Figure 1. The metal 3 layer.
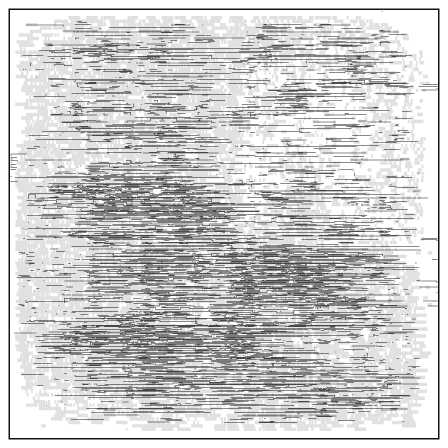
Figure 2. Zoomed window.
Window x 148 to 188, y 148 to 188 um. Cells in grey, sequential cells in the stronger grey; small squares are vias.
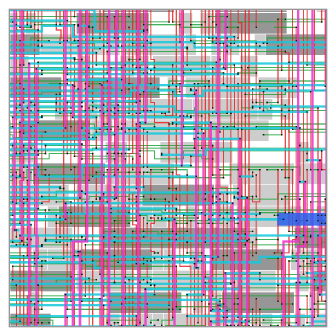
Figure 3. Clock routing.
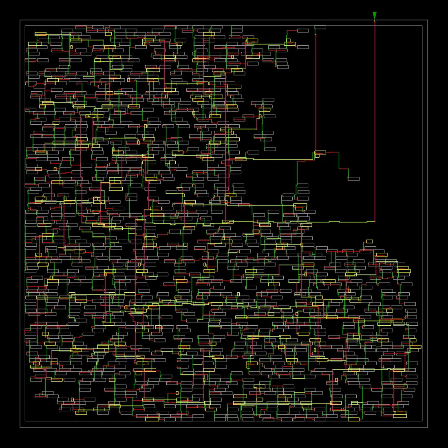
Figure 4. Wiring heat map.
The bar under the picture is 100 um long. 34 x 34 tiles, from white (low) to dark blue (high), scaled to the fullest tile. Values are wire area over tile area, all layers added.
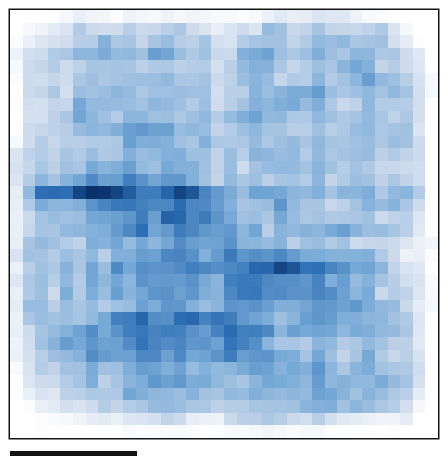
Figure 5. Routed clock nets over the placement.
The bar under the picture is 100 um long.
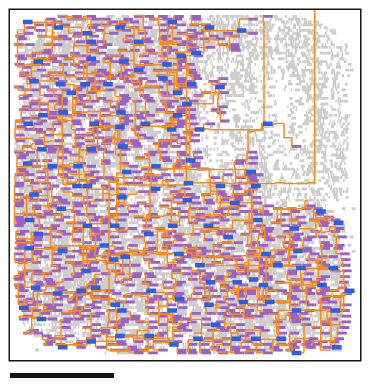
File: src/rtl/board_top_reg_file32_pkg.sv
`default_nettype none
// ============================================================================
// Module      : board_top_reg_file32_pkg
// Description : Shared widths, ALU opcode encodings, flag bit positions and
//               the 7-segment hex decoder for the register-file board.
// Revision    : 1.0 - initial release
// ============================================================================
package board_top_reg_file32_pkg;

    localparam int DATA_W   = 32;
    localparam int ADDR_W   = 5;
    localparam int NUM_REGS = 32;
    localparam int FLAG_W   = 4;

    localparam logic [3:0] ALU_ADD  = 4'b0000;
    localparam logic [3:0] ALU_SUB  = 4'b0001;
    localparam logic [3:0] ALU_AND  = 4'b0010;
    localparam logic [3:0] ALU_OR   = 4'b0011;
    localparam logic [3:0] ALU_XOR  = 4'b0100;
    localparam logic [3:0] ALU_NOR  = 4'b0101;
    localparam logic [3:0] ALU_SLTU = 4'b0110;
    localparam logic [3:0] ALU_SLL  = 4'b0111;

    // Flag vector is {ZF,CF,OF,SF}, ZF in the MSB so it lands on led[1].
    localparam int FLAG_ZF = 3;
    localparam int FLAG_CF = 2;
    localparam int FLAG_OF = 1;
    localparam int FLAG_SF = 0;

    typedef enum logic [1:0] {
        DISP_F     = 2'b00,
        DISP_ALU_A = 2'b01,
        DISP_ALU_B = 2'b10,
        DISP_REG_A = 2'b11
    } disp_sel_e;

    // Active-low segments, bit order g..a.
    function automatic logic [6:0] hex_to_seg(input logic [3:0] v);
        logic [6:0] on;
        case (v)
            4'h0: on = 7'h3F;  4'h1: on = 7'h06;  4'h2: on = 7'h5B;  4'h3: on = 7'h4F;
            4'h4: on = 7'h66;  4'h5: on = 7'h6D;  4'h6: on = 7'h7D;  4'h7: on = 7'h07;
            4'h8: on = 7'h7F;  4'h9: on = 7'h6F;  4'hA: on = 7'h77;  4'hB: on = 7'h7C;
            4'hC: on = 7'h39;  4'hD: on = 7'h5E;  4'hE: on = 7'h79;  default: on = 7'h71;
        endcase
        return ~on;
    endfunction

endpackage
`default_nettype wire

File: src/rtl/reg_file32.sv
`default_nettype none
// ============================================================================
// Module      : reg_file32
// Description : 32 x 32-bit register file, two async read ports, one write.
// Revision    : 1.0 - initial release
// ============================================================================
module reg_file32
    import board_top_reg_file32_pkg::*;
(
    input  logic              clk,
    input  logic              rst,
    input  logic              i_we,
    input  logic [ADDR_W-1:0] i_waddr,
    input  logic [DATA_W-1:0] i_wdata,
    input  logic [ADDR_W-1:0] i_raddr_a,
    input  logic [ADDR_W-1:0] i_raddr_b,
    output logic [DATA_W-1:0] o_rdata_a,
    output logic [DATA_W-1:0] o_rdata_b
);

    logic [DATA_W-1:0] reg_file [0:NUM_REGS-1];

    // Entry 0 is never written, so it stays at its reset value of zero.
    always_ff @(posedge clk or posedge rst) begin
        if (rst) begin
            for (int i = 0; i < NUM_REGS; i++) begin
                reg_file[i] <= '0;
            end
        end else if (i_we && (i_waddr != '0)) begin
            reg_file[i_waddr] <= i_wdata;
        end
    end

    assign o_rdata_a = reg_file[i_raddr_a];
    assign o_rdata_b = reg_file[i_raddr_b];

endmodule
`default_nettype wire

File: src/rtl/reg_file32_top.sv
`default_nettype none
// ============================================================================
// Module      : reg_file32_top
// Description : Register file with operand latches, ALU, result/flag latches.
// Revision    : 1.0 - initial release
// ============================================================================
module reg_file32_top
    import board_top_reg_file32_pkg::*;
(
    input  logic              clk,
    input  logic              rst,
    input  logic              i_pulse_rr,
    input  logic              i_pulse_f,
    input  logic              i_pulse_wb,
    input  logic              i_cus_enable,
    input  logic [3:0]        i_cus,
    input  logic              i_reg_write,
    input  logic [ADDR_W-1:0] i_w_addr,
    input  logic [ADDR_W-1:0] i_r_addr_a,
    input  logic [ADDR_W-1:0] i_r_addr_b,
    input  logic [3:0]        i_alu_op,
    output logic [DATA_W-1:0] o_f,
    output logic [FLAG_W-1:0] o_flags,
    output logic [DATA_W-1:0] o_alu_a,
    output logic [DATA_W-1:0] o_alu_b,
    output logic [DATA_W-1:0] o_reg_a
);

    logic [DATA_W-1:0] reg_a, reg_b, alu_a, alu_b, alu_f, F;
    logic [FLAG_W-1:0] F_;
    logic [DATA_W-1:0] alu_a_q, alu_a_d, alu_b_q, alu_b_d, f_q, f_d;
    logic [FLAG_W-1:0] flags_q, flags_d, alu_flags;
    logic [DATA_W:0]   w_sum, w_diff;
    logic [DATA_W-1:0] w_wdata;

    assign w_wdata = i_cus_enable ? {{(DATA_W-4){1'b0}}, i_cus} : F;

    reg_file32 reg_file32_inst (
        .clk       (clk),
        .rst       (rst),
        .i_we      (i_pulse_wb & i_reg_write),
        .i_waddr   (i_w_addr),
        .i_wdata   (w_wdata),
        .i_raddr_a (i_r_addr_a),
        .i_raddr_b (i_r_addr_b),
        .o_rdata_a (reg_a),
        .o_rdata_b (reg_b)
    );

    assign alu_a = alu_a_q;
    assign alu_b = alu_b_q;
    assign F     = f_q;
    assign F_    = flags_q;

    // Bit DATA_W of the sum is carry-out; of the difference, the borrow.
    assign w_sum  = {1'b0, alu_a} + {1'b0, alu_b};
    assign w_diff = {1'b0, alu_a} - {1'b0, alu_b};

    always_comb begin
        alu_f     = '0;
        alu_flags = '0;
        case (i_alu_op)
            ALU_ADD: begin
                alu_f              = w_sum[DATA_W-1:0];
                alu_flags[FLAG_CF] = w_sum[DATA_W];
                alu_flags[FLAG_OF] = (alu_a[DATA_W-1] == alu_b[DATA_W-1]) &&
                                     (w_sum[DATA_W-1] != alu_a[DATA_W-1]);
            end
            ALU_SUB: begin
                alu_f              = w_diff[DATA_W-1:0];
                alu_flags[FLAG_CF] = w_diff[DATA_W];
                alu_flags[FLAG_OF] = (alu_a[DATA_W-1] != alu_b[DATA_W-1]) &&
                                     (w_diff[DATA_W-1] != alu_a[DATA_W-1]);
            end
            ALU_AND:  alu_f = alu_a & alu_b;
            ALU_OR:   alu_f = alu_a | alu_b;
            ALU_XOR:  alu_f = alu_a ^ alu_b;
            ALU_NOR:  alu_f = ~(alu_a | alu_b);
            ALU_SLTU: alu_f = {{(DATA_W-1){1'b0}}, (alu_a < alu_b)};
            ALU_SLL:  alu_f = alu_b << alu_a[ADDR_W-1:0];
            default:  alu_f = '0;
        endcase
        alu_flags[FLAG_ZF] = (alu_f == '0);
        alu_flags[FLAG_SF] = alu_f[DATA_W-1];
    end

    always_comb begin
        alu_a_d = alu_a_q;
        alu_b_d = alu_b_q;
        f_d     = f_q;
        flags_d = flags_q;
        if (i_pulse_rr) begin
            alu_a_d = reg_a;
            alu_b_d = reg_b;
        end
        if (i_pulse_f) begin
            f_d     = alu_f;
            flags_d = alu_flags;
        end
    end

    always_ff @(posedge clk or posedge rst) begin
        if (rst) begin
            alu_a_q <= '0;
            alu_b_q <= '0;
            f_q     <= '0;
            flags_q <= '0;
        end else begin
            alu_a_q <= alu_a_d;
            alu_b_q <= alu_b_d;
            f_q     <= f_d;
            flags_q <= flags_d;
        end
    end

    assign o_f     = F;
    assign o_flags = F_;
    assign o_alu_a = alu_a;
    assign o_alu_b = alu_b;
    assign o_reg_a = reg_a;

endmodule
`default_nettype wire

File: src/rtl/board_top_reg_file32.sv
`default_nettype none
// ============================================================================
// Module      : board_top_reg_file32
// Description : Board wrapper: button synchronisers, datapath, 8-digit scan.
// Revision    : 1.0 - initial release
// ============================================================================
module board_top_reg_file32
    import board_top_reg_file32_pkg::*;
#(
    parameter int SCAN_DIV = 16
) (
    input  logic        clk,
    input  logic        rst,
    input  logic [1:4]  swb,
    input  logic [1:32] sw,
    output logic [1:4]  led,
    output logic [7:0]  seg,
    output logic [2:0]  which,
    output logic        enable
);

    localparam int DIV_W = (SCAN_DIV > 1) ? $clog2(SCAN_DIV) : 1;

    // Button vector order: [2]=clk_RR, [1]=clk_F, [0]=clk_WB.
    logic [2:0]        w_btn, sync1_q, sync1_d, sync2_q, sync2_d, prev_q, prev_d;
    logic              w_pulse_rr, w_pulse_f, w_pulse_wb;
    logic [DIV_W-1:0]  div_q, div_d;
    logic [2:0]        which_q, which_d;
    logic [DATA_W-1:0] w_f, w_alu_a, w_alu_b, w_reg_a, w_disp_val;
    logic [FLAG_W-1:0] w_flags;
    logic [3:0]        w_nibble;
    logic              w_unused_sw;

    assign w_btn       = {swb[1], swb[2], swb[3]};
    assign w_unused_sw = ^sw[22:27];

    always_comb begin
        sync1_d = w_btn;
        sync2_d = sync1_q;
        prev_d  = sync2_q;
        div_d   = div_q + 1'b1;
        which_d = which_q;
        if (div_q == DIV_W'(SCAN_DIV - 1)) begin
            div_d   = '0;
            which_d = which_q + 3'd1;
        end
    end

    always_ff @(posedge clk or posedge rst) begin
        if (rst) begin
            sync1_q <= '0;
            sync2_q <= '0;
            prev_q  <= '0;
            div_q   <= '0;
            which_q <= '0;
        end else begin
            sync1_q <= sync1_d;
            sync2_q <= sync2_d;
            prev_q  <= prev_d;
            div_q   <= div_d;
            which_q <= which_d;
        end
    end

    assign {w_pulse_rr, w_pulse_f, w_pulse_wb} = sync2_q & ~prev_q;

    reg_file32_top reg_file32_top_inst (
        .clk          (clk),
        .rst          (rst),
        .i_pulse_rr   (w_pulse_rr),
        .i_pulse_f    (w_pulse_f),
        .i_pulse_wb   (w_pulse_wb),
        .i_cus_enable (swb[4]),
        .i_cus        (sw[16:19]),
        .i_reg_write  (sw[28]),
        .i_w_addr     (sw[1:5]),
        .i_r_addr_a   (sw[6:10]),
        .i_r_addr_b   (sw[11:15]),
        .i_alu_op     (sw[29:32]),
        .o_f          (w_f),
        .o_flags      (w_flags),
        .o_alu_a      (w_alu_a),
        .o_alu_b      (w_alu_b),
        .o_reg_a      (w_reg_a)
    );

    always_comb begin
        case (disp_sel_e'(sw[20:21]))
            DISP_F:     w_disp_val = w_f;
            DISP_ALU_A: w_disp_val = w_alu_a;
            DISP_ALU_B: w_disp_val = w_alu_b;
            default:    w_disp_val = w_reg_a;
        endcase
    end

    assign w_nibble = w_disp_val[{which_q, 2'b00} +: 4];
    assign led      = w_flags;
    assign which    = which_q;
    assign enable   = ~rst;
    assign seg      = rst ? 8'hFF : {1'b1, hex_to_seg(w_nibble)};

endmodule
`default_nettype wire

File: config.mk
export PLATFORM = sky130hd
export DESIGN_NAME = board_top_reg_file32
export DESIGN_NICKNAME = d
export VERILOG_FILES = /design/src/rtl/board_top_reg_file32_pkg.sv /design/src/rtl/reg_file32.sv /design/src/rtl/reg_file32_top.sv /design/src/rtl/board_top_reg_file32.sv
export SDC_FILE = /design/constraint.sdc
export NUM_CORES = 2
export LEC_CHECK = 0
export ABC_AREA = 0
export CAP_MARGIN = 25
export CORE_MARGIN = 4
export CORE_UTILIZATION = 60
export CTS_CLUSTER_SIZE = 40
export DETAILED_ROUTE_END_ITERATION = 16
export GPL_TIMING_DRIVEN = 0
export PLACE_DENSITY = 0.76
export SYNTH_ARGS = -nofsm -noshare
export SYNTH_HDL_FRONTEND = slang
export SYNTH_SLANG_ARGS = --single-unit
File: constraint.sdc
create_clock -name clk -period 53.1 [get_ports clk]
set_input_delay 13.275 -clock clk [delete_from_list [all_inputs] [get_ports clk]]
set_output_delay 13.275 -clock clk [all_outputs]
set_load 0.1 [all_outputs]
==> notes.md <==
Physical implementation status

For this design the ratio of total power to cell area is 30.6 nW/um^2. Among all stages on the critical path, the maximum delay recorded is 1010 ps. The switching portion of total power comes to 29.1%. The core area stands at 107000 um^2. Per the post-place timing report, worst setup slack is 19030 ps. Per the synthesis report, the number of distinct cell types is 76. For reference, the final report shows the hold violation count at 0.

The largest cell class by area is logic gates. By instance count, the leading cell after synthesis is sky130_fd_sc_hd__nand2_1. Hold analysis lists the worst path endpoint as prev_d[0]$_DFF_PP0_. Registers take 28500 um^2. CTS built an H-tree with a depth of 3. For the combinational group, total power comes out at 0.341 mW.

The via count of the first global-routing pass stands at 56.0k. Once the clock tree was built, the resizer swapped 0 gates to a different size. The post-route antenna net violation count stands at 0. The part of the cycle the worst path needs stands at 64.9%. The met2 track demand over resource in global routing stands at 69.3%. The slack of the worst reg-to-reg path stands at 46450 ps. After global routing the overflow that remains totals 0. The OpenROAD report gives the critical path a required time of 39830 ps. The placement-stage cell area stands at 68100 um^2. The number of storage elements in the synthesis netlist stands at 1139.

The flow ran to the end, and the final reports show no timing, DRC or antenna violations. For reference, the critical path is launched at sw[9]. After the flow finishes, the layout carries non-filler instances totaling 7722. The synthesized netlist occupies a cell area of 64800 um^2. The met1 capacity usage during global routing stands at 59.5%.

The clock slew seen by the registers of the worst setup and hold paths stands at 60 ps. For this run, the top clock speed supported by timing is 0.0290 GHz. The area fraction in compound gates after synthesis stands at 13.6%. The largest individual stage delay along the critical path comes from the cell sky130_fd_sc_hd__clkdlybuf4s50_1.

The capture point of the worst register-to-register path is recorded as reg_file32_top_inst.o_flags[3]$_DFFE_PP0P_. After layout, the inverter instance count without clock inverters stands at 103. The final layout reports a setup TNS of 0 ps. The most critical hold endpoint after final layout shows a slack of 365 ps. The final standard cell area without fillers stands at 72800 um^2.

After detailed routing, the met2 layer carries 115000 um of wire. Counting flops with an async set or reset pin after synthesis yields a share of 100%. The area fraction of the largest cell type after synthesis is 44.0%. For this design, Yosys synthesis ends with a cell count of 5962. The tally of buffers added on design ports stands at 37. In this run the critical register-to-register path is launched from reg_file32_top_inst.o_alu_a[2]$_DFFE_PP0P_.
## Picture notes: Figure 1
The wires run mostly horizontal. 1376 nets have wire on it. The longest straight run is 166 um. The layer carries 44.3 mm of wire.
Via Count: 57.4k
total wirelength of the detailed-routed design: 276000 um
global routing met3 resource utilization: 23.1%

## Picture notes: Figure 2
Key: red = metal 2; cyan = metal 3; blue = metal 5; magenta = metal 4; green = metal 1
Netlist names of flops here include reg_file32_top_inst.reg_file32_inst.reg_file (15), reg_file32_top_inst.o_alu_b (2). Sequential cells in the window: 17. Most frequent: o21ai_0 (22), nand2_1 (21), clkbuf_1 (20). 106 logic cells have their middle in the window.

## Picture notes: Figure 3
number of sequential storage elements: 1139
Clock Sink Count: 1139

## Picture notes: Figure 4
22% of the tiles are over half the peak. The mean over all tiles is 0.46. The fullest tile reaches 1.3. 6.3% of the tiles are nearly empty. The densest ninth of the die: middle.
mean routed wirelength per cell: 35.7 um
global-route usage over all layers: 48.9%

## Picture notes: Figure 5
Key: blue = clock drivers [count 117]; purple = flip-flops [count 1139]; orange = clock wires [length 14700 um]
Position of the flops: spread over the die. There are 118 routed clock nets.
clock skew after layout: 59.2 ps
Clock power frac: 42.5%
Clock Power: 0.949 mW
Worst-Skew Late Latency: 800 ps

Power is estimated from default activity; no workload was simulated.
